==> config.mk <==
export PLATFORM = sky130hd
export DESIGN_NAME = bram_sp_arbiter_flat
export DESIGN_NICKNAME = d
export VERILOG_FILES = /design/src/rtl/bram_sp_arbiter_pkg.sv /design/src/rtl/bram_sp_arbiter_if.sv /design/src/rtl/bram_sp_arbiter_rr_arb2.sv /design/src/rtl/bram_sp_arbiter.sv /design/src/flat_wrapper.sv
export SDC_FILE = /design/constraint.sdc
export NUM_CORES = 1
export LEC_CHECK = 0
export CORE_UTILIZATION = 41
export DETAILED_ROUTE_END_ITERATION = 7
export PLACE_DENSITY_LB_ADDON = 0.15
export SYNTH_ARGS = -nofsm -noshare
export SYNTH_HDL_FRONTEND = slang
export SYNTH_SLANG_ARGS = --single-unit
==> constraint.sdc <==
create_clock -name clk -period 1.47 [get_ports clk]
set_input_delay 0.294 -clock clk [delete_from_list [all_inputs] [get_ports clk]]
set_output_delay 0.294 -clock clk [all_outputs]
set_load 0.005 [all_outputs]
==> src/rtl/bram_sp_arbiter_pkg.sv <==
// Shared types and constants for the two-requester single-port BRAM arbiter.
// State encodings are fixed 2-bit values; RD_LAT is accept-to-rvalid latency.
package bram_sp_arbiter_pkg;

  localparam int DEF_DATA_WIDTH = 8;
  localparam int DEF_ADDR_WIDTH = 4;
  localparam int RD_LAT         = 2;

  typedef enum logic [1:0] {
    ST_CLEAR = 2'd0,
    ST_RUN   = 2'd1,
    ST_DRAIN = 2'd2
  } state_t;

  typedef enum logic {
    REQ_A = 1'b0,
    REQ_B = 1'b1
  } req_id_t;

endpackage

==> src/rtl/bram_sp_arbiter_if.sv <==
// Per-requester command/response bundle: valid/ready command handshake plus read strobe.
// master = requester side, slave = arbiter side.
interface bram_sp_arbiter_if
  import bram_sp_arbiter_pkg::*;
#(
  parameter int ADDR_WIDTH = DEF_ADDR_WIDTH,
  parameter int DATA_WIDTH = DEF_DATA_WIDTH
) ();

  logic                  valid;
  logic                  ready;
  logic                  wr;
  logic [ADDR_WIDTH-1:0] addr;
  logic [DATA_WIDTH-1:0] wdata;
  logic                  rvalid;

  modport master (output valid, output wr, output addr, output wdata,
                  input  ready, input  rvalid);

  modport slave  (input  valid, input  wr, input  addr, input  wdata,
                  output ready, output rvalid);

endinterface

==> src/rtl/bram_sp_arbiter_rr_arb2.sv <==
// Two-way round-robin grant. On contention the requester that did not win last gets the grant.
// The last-winner pointer moves only when a grant is issued (every grant is an accept).
module rr_arb2
  import bram_sp_arbiter_pkg::*;
(
  input  logic       clk,
  input  logic       rst,
  input  logic       en,
  input  logic [1:0] req,
  output logic [1:0] gnt
);

  req_id_t last_winner;

  always_comb begin
    gnt = 2'b00;
    if (en) begin
      if (req[0] && req[1]) begin
        gnt = (last_winner == REQ_A) ? 2'b10 : 2'b01;
      end else begin
        gnt = req;
      end
    end
  end

  always_ff @(posedge clk) begin
    if (rst) begin
      last_winner <= REQ_A;
    end else if (gnt[1]) begin
      last_winner <= REQ_B;
    end else if (gnt[0]) begin
      last_winner <= REQ_A;
    end
  end

endmodule

==> src/rtl/bram_sp_arbiter.sv <==
// Shares one single-port synchronous BRAM between requesters A and B with round-robin
// arbitration; zero-fills the memory after reset or on clr_start before serving traffic.
module bram_sp_arbiter
  import bram_sp_arbiter_pkg::*;
#(
  parameter int DATA_WIDTH = DEF_DATA_WIDTH,
  parameter int ADDR_WIDTH = DEF_ADDR_WIDTH
) (
  input  logic                  clk,
  input  logic                  rst,
  input  logic                  clr_start,
  output logic                  init_done,
  bram_sp_arbiter_if.slave      a,
  bram_sp_arbiter_if.slave      b,
  output logic [DATA_WIDTH-1:0] rdata,
  output logic                  bram_wr,
  output logic [ADDR_WIDTH-1:0] bram_addr,
  output logic [DATA_WIDTH-1:0] bram_wdata,
  input  logic [DATA_WIDTH-1:0] bram_rdata
);

  localparam int DEPTH = 2 ** ADDR_WIDTH;
  localparam logic [ADDR_WIDTH:0] LAST_ADDR = (ADDR_WIDTH + 1)'(DEPTH - 1);

  state_t                state, state_nxt;
  logic [ADDR_WIDTH:0]   clr_cnt, clr_cnt_nxt;
  logic                  drain_cnt, drain_cnt_nxt;
  logic                  arb_en;
  logic [1:0]            gnt;
  logic                  accept;
  logic                  acc_wr;
  logic                  acc_owner_b;
  logic [ADDR_WIDTH-1:0] acc_addr;
  logic [DATA_WIDTH-1:0] acc_wdata;
  logic [RD_LAT-1:0]     pipe_valid;
  logic [RD_LAT-1:0]     pipe_owner_b;

  rr_arb2 u_arb (
    .clk (clk),
    .rst (rst),
    .en  (arb_en),
    .req ({b.valid, a.valid}),
    .gnt (gnt)
  );

  assign a.ready     = gnt[0];
  assign b.ready     = gnt[1];
  assign accept      = gnt[0] | gnt[1];
  assign acc_owner_b = gnt[1];
  assign acc_wr      = gnt[1] ? b.wr    : a.wr;
  assign acc_addr    = gnt[1] ? b.addr  : a.addr;
  assign acc_wdata   = gnt[1] ? b.wdata : a.wdata;

  // DRAIN lasts two cycles so reads accepted just before it still get their rvalid.
  always_comb begin
    state_nxt     = state;
    clr_cnt_nxt   = clr_cnt;
    drain_cnt_nxt = drain_cnt;
    init_done     = 1'b0;
    arb_en        = 1'b0;
    case (state)
      ST_CLEAR: begin
        clr_cnt_nxt = clr_cnt + 1'b1;
        if (clr_cnt == LAST_ADDR) begin
          state_nxt = ST_RUN;
        end
      end
      ST_RUN: begin
        init_done = 1'b1;
        arb_en    = ~rst;
        if (clr_start) begin
          state_nxt     = ST_DRAIN;
          drain_cnt_nxt = 1'b0;
        end
      end
      ST_DRAIN: begin
        if (drain_cnt) begin
          state_nxt   = ST_CLEAR;
          clr_cnt_nxt = '0;
        end else begin
          drain_cnt_nxt = 1'b1;
        end
      end
      default: begin
        state_nxt   = ST_CLEAR;
        clr_cnt_nxt = '0;
      end
    endcase
  end

  always_ff @(posedge clk) begin
    if (rst) begin
      state      <= ST_CLEAR;
      clr_cnt    <= '0;
      drain_cnt  <= 1'b0;
      bram_wr    <= 1'b0;
      bram_addr  <= '0;
      bram_wdata <= '0;
    end else begin
      state     <= state_nxt;
      clr_cnt   <= clr_cnt_nxt;
      drain_cnt <= drain_cnt_nxt;
      if (state == ST_CLEAR) begin
        bram_wr    <= 1'b1;
        bram_addr  <= clr_cnt[ADDR_WIDTH-1:0];
        bram_wdata <= '0;
      end else if (accept) begin
        bram_wr    <= acc_wr;
        bram_addr  <= acc_addr;
        bram_wdata <= acc_wdata;
      end else begin
        bram_wr <= 1'b0;
      end
    end
  end

  // Stage 0 loads at the accept edge; the last stage lines up with valid bram_rdata.
  always_ff @(posedge clk) begin
    if (rst) begin
      pipe_valid   <= '0;
      pipe_owner_b <= '0;
    end else begin
      pipe_valid   <= {pipe_valid[RD_LAT-2:0], accept & ~acc_wr};
      pipe_owner_b <= {pipe_owner_b[RD_LAT-2:0], acc_owner_b};
    end
  end

  assign a.rvalid = pipe_valid[RD_LAT-1] & ~pipe_owner_b[RD_LAT-1];
  assign b.rvalid = pipe_valid[RD_LAT-1] &  pipe_owner_b[RD_LAT-1];
  assign rdata    = bram_rdata;

endmodule

==> src/flat_wrapper.sv <==
// flat-port wrapper written by rule: the top's interface ports become plain ports
module bram_sp_arbiter_flat import bram_sp_arbiter_pkg::*;
#(
  parameter int DATA_WIDTH = DEF_DATA_WIDTH,
  parameter int ADDR_WIDTH = DEF_ADDR_WIDTH
)
  (clk, rst, clr_start, init_done, rdata, bram_wr, bram_addr, bram_wdata, bram_rdata, a_valid, a_wr, a_addr, a_wdata, a_ready, a_rvalid, b_valid, b_wr, b_addr, b_wdata, b_ready, b_rvalid);
  bram_sp_arbiter_if #(.ADDR_WIDTH(ADDR_WIDTH), .DATA_WIDTH(DATA_WIDTH)) a_i ();
  bram_sp_arbiter_if #(.ADDR_WIDTH(ADDR_WIDTH), .DATA_WIDTH(DATA_WIDTH)) b_i ();
  input  logic clk;
  input  logic rst;
  input  logic clr_start;
  output logic init_done;
  output logic [DATA_WIDTH-1:0] rdata;
  output logic bram_wr;
  output logic [ADDR_WIDTH-1:0] bram_addr;
  output logic [DATA_WIDTH-1:0] bram_wdata;
  input  logic [DATA_WIDTH-1:0] bram_rdata;
  input wire logic [$bits(a_i.valid)-1:0] a_valid;
  input wire logic [$bits(a_i.wr)-1:0] a_wr;
  input wire logic [$bits(a_i.addr)-1:0] a_addr;
  input wire logic [$bits(a_i.wdata)-1:0] a_wdata;
  output wire logic [$bits(a_i.ready)-1:0] a_ready;
  output wire logic [$bits(a_i.rvalid)-1:0] a_rvalid;
  input wire logic [$bits(b_i.valid)-1:0] b_valid;
  input wire logic [$bits(b_i.wr)-1:0] b_wr;
  input wire logic [$bits(b_i.addr)-1:0] b_addr;
  input wire logic [$bits(b_i.wdata)-1:0] b_wdata;
  output wire logic [$bits(b_i.ready)-1:0] b_ready;
  output wire logic [$bits(b_i.rvalid)-1:0] b_rvalid;
  assign a_i.valid = a_valid;
  assign a_i.wr = a_wr;
  assign a_i.addr = a_addr;
  assign a_i.wdata = a_wdata;
  assign a_ready = a_i.ready;
  assign a_rvalid = a_i.rvalid;
  assign b_i.valid = b_valid;
  assign b_i.wr = b_wr;
  assign b_i.addr = b_addr;
  assign b_i.wdata = b_wdata;
  assign b_ready = b_i.ready;
  assign b_rvalid = b_i.rvalid;
  bram_sp_arbiter #(.DATA_WIDTH(DATA_WIDTH), .ADDR_WIDTH(ADDR_WIDTH)) u_core (.clk(clk), .rst(rst), .clr_start(clr_start), .init_done(init_done), .a(a_i), .b(b_i), .rdata(rdata), .bram_wr(bram_wr), .bram_addr(bram_addr), .bram_wdata(bram_wdata), .bram_rdata(bram_rdata));
endmodule
clocks.png
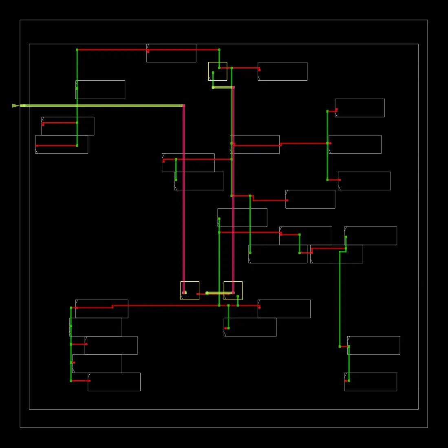
clk_lat worst skew: 0.33 ns
Clock Power: 0.312 mW
clock skew: 0.005998 ns
Seq cells: 26
CTS Buf Count: 3

io_placement.png
Scale: 6 px per micron. Pins as bars across the die edge, other pins in gray.
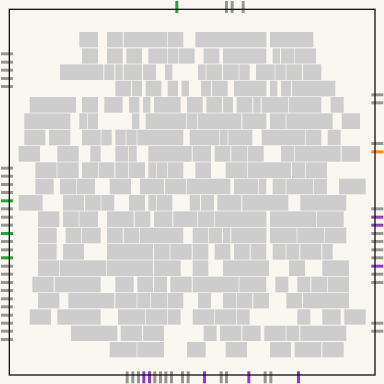
legend:
  green:
    port: bram_addr
    pins: 4
    direction: output
    edge: 3 west, 1 north
  purple:
    port: bram_wdata
    pins: 8
    direction: output
    edge: 5 south, 3 east
  orange:
    port: b_rvalid
    pins: 1
    direction: output
    edge: east
all pins by edge: 27 west, 18 south, 16 east, 4 north

cell_density.png
Scale: 6 px per micron. The die is cut into 6 by 6 equal tiles; black is low, pale yellow is high, 0 to 100% covered.
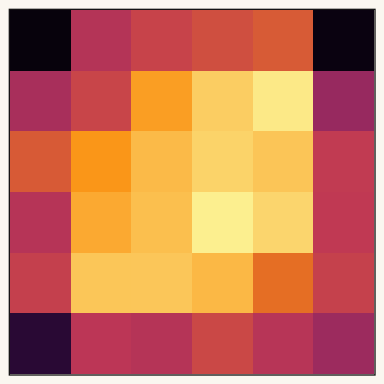
emptiest ninth of the die: north-west
fullest tile: 97%
nearly empty tiles: 2.8%
densest ninth of the die: center

wires.png
Scale: 4 px per micron.
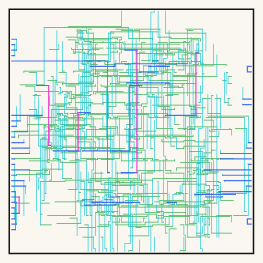
legend:
  green:
    layer: metal 1
    wire_length: 1,780 microns
  blue:
    layer: metal 3
    wire_length: 273 microns
  magenta:
    layer: metal 4
    wire_length: 129 microns
  cyan:
    layer: metal 2
    wire_length: 2,150 microns

==> flow_summary.toml <==
# flow metrics
[route]
wl_mm = 4.333
drt-met1-wl_mm = 1.783
detail_route.wl_per_cell_microns = 15.93
vias_per_cell = 5.813
drt.antenna.violating_nets = 0
first_pass_iters = 4
wl_met2_mm = 2.148
num_vias = 1581
top_layer = "met4"
drc = 0

[yosys]
ff_type = "dfxtp_1"
synth_top_cell_by_count = "dfxtp_1"
ys_cells = 162
synth-area-yosys_sq_um = 1413
top_area_frac = 0.3685
avgSynthCellArea_sq_um = 8.720
yosysSeqAreaShare = 0.3685
numSynthFlops = 26
synth_async_sr_flop_share = 0
syn_area_sq_um = 1413
syn_nets = 203
ys_types = 47
edf_count = 0
topCellsByArea = "dfxtp_1, o31ai_1, buf_4"

[clock_tree]
cts_htree_levels = 1
cts_tree = "built"
root_buffer = "clkbuf_4"
clkSinkCount = 26
clkTransAtPathRegs_ns = 0.14
clk_path_buf_depth = 2

[setup_path]
crit_path_top_delay_cell = "dfxtp_4"
startpoint_type = "flop"
crit_top_cell = "buf_6"
path_delay_family = "flip-flops"
setup.worst_path.class = "flop to output port"
critPathArrivalTime_ns = 1.41
crit_required_ns = 1.18
path_max_fanout = 3

[floorplan]
dieWidth_microns = 60.70
num_rows = 20
die_y_microns = 60.70
fp_util = 0.4480
io_pins = 65
chip_area_sq_um = 3684

[grt]
grt_use_total = 0.2563
grt-ovfl-total = 0
top_usage_layer = "met2"
grt_pass1_vias = 1591
use_met2 = 0.4427
antenna_found_initial = 0
grt_max_degree = 22

[sta]
clock.fmax_mhz = 585.3
setup-violations-final = 10
period_used_share = 1.162
finalSetupTns_ns = -0.6775
final_hold_viol_count = 0
layout_setup_ws_ns = -0.2386
worstMarginPinSlew_ns = 0.3301

[placed_design]
gp_congestion = 0.7918
io_buffers = 48
hpwl_mm = 2.881

[pwr]
combPwrFrac = 0.170
p_leak_nw = 1.003
power.internal_mw = 0.9375
net-switching-power_mw = 0.3141
swShare = 0.2510
power.share.clock = 0.249
seqPwrFrac = 0.581
powerDensity_nw_per_um2 = 539.0

[worst_hold_path]
holdCritPathClass = "flop to flop"

[final_layout]
final_core_util = 0.7365
area_growth_syn_to_layout_pct = 64.39
drive_above_1_share = 0.3509
nNetsFinal = 271

[run_status]
violations = "negative setup slack"
run_status = "complete, but fails checks"

[flow_run]
tool_warnings = 28
maxCapViolCount = 0
## metrics by stage
step | power [mW] | cell area (sq um) | setup WS [ns] | hold WS [ns] | instances
floorplan | 0.8193 | 1413 | 0.06664 | 0.3850 | 162
global placement | 0.9398 | 1987 | -0.6730 | 0.4383 | 253
detailed placement | 0.9445 | 1987 | -0.7050 | 0.4317 | 253
CTS | 1.248 | 2236 | -0.2479 | 0.4541 | 270
global route | 1.303 | 2322 | -0.2915 | 0.4775 | 272
finish | 1.252 | 2322 | -0.2386 | 0.4542 | 272
## registers in the layout, summed over array words and instances, names as in the netlist
name                      flops
u_core.pipe_owner_b           2
u_core.bram_wdata             8
u_core.clr_cnt                5
u_core.bram_wr                1
u_core.u_arb.last_winner      1
u_core.bram_addr              4
u_core.pipe_valid             2
u_core.state                  2
u_core.drain_cnt              1
## power groups by stage
stage | Clock [mW] | Combinational (mW) | Sequential [mW]
after floorplan | 0 | 0.0766 | 0.743
after global placement | 0 | 0.197 | 0.743
after detailed placement | 0 | 0.201 | 0.743
after CTS | 0.315 | 0.207 | 0.726
after global routing | 0.348 | 0.227 | 0.729
final | 0.312 | 0.212 | 0.727
## path summary, 6_finish.rpt
path | cells past startpoint | to | slack, ns | start
setup / recovery | 6 | b_ready | -0.24 | u_core.state[1]
hold / removal | 1 | u_core.pipe_owner_b[1] | 0.45 | u_core.pipe_owner_b[0]
setup reg to reg | 7 | u_core.bram_wdata[7] | -0.04 | u_core.state[1]
hold reg to reg | 1 | u_core.pipe_owner_b[1] | 0.45 | u_core.pipe_owner_b[0]
## cell usage in the layout (no fill, tap or decap), drive strengths merged, types with 2 or more instances in the layout
cell           instances
dlymetal6s2s           5
nor2                   6
mux2i                  4
nor3b                  3
nor2b                  5
clkdlybuf4s50         29
a211oi                 4
o211ai                 3
nand4                  8
nand3b                 2
dlygate4sd2           11
nand2                  3
buf                   38
nand3                  4
inv                    8
a31oi                  8
o2111ai                3
or3b                   2
dfxtp                 26
ha                     2
o21ai                  7
o31ai                 17
a21oi                  7
a21boi                 2
clkbuf                 3
and3b                  2
## repair_timing
action                                  CTS  global route
gates resized                            58            21
hold buffers                              0             0
setup buffers                            17             4
endpoints found under the setup margin   22            22
pin swaps                                 5             4
hold endpoints to repair                  0             0
gates cloned                              1             0
## kinds of logic (layout without fill, tap and decap cells)
logic type | count (synthesis) | in the layout | share of synthesized area
AOI/OAI and AO/OA | 60 | 60 | 0.2985
adders and majority gates | 2 | 2 | 0.01771
buffers and inverters | 29 | 95 | 0.1089
DFF | 26 | 26 | 0.3685
muxes | 4 | 4 | 0.02834
and+or+nand+nor | 41 | 41 | 0.1780
## cell type report
type                            count  area (sq um)
Fill cell                         247         830.8
Clock buffer                        3         22.52
Tap cell                           44         55.05
Inverter                            8         32.53
Multi-Input combinational cell    107         842.1
Sequential cell                    26         544.3
Timing Repair Buffer               84         825.8
## worst register-to-register path, cell delays in order (launching register included)
cell and delay (ns):
dfxtp_4 0.39, buf_12 0.13, nor3b_4 0.19, nand2_1 0.11, buf_4 0.15, buf_4 0.12
buf_4 0.17, a31oi_1 0.19
No activity file was given, so power comes from the tool's default toggle rates.
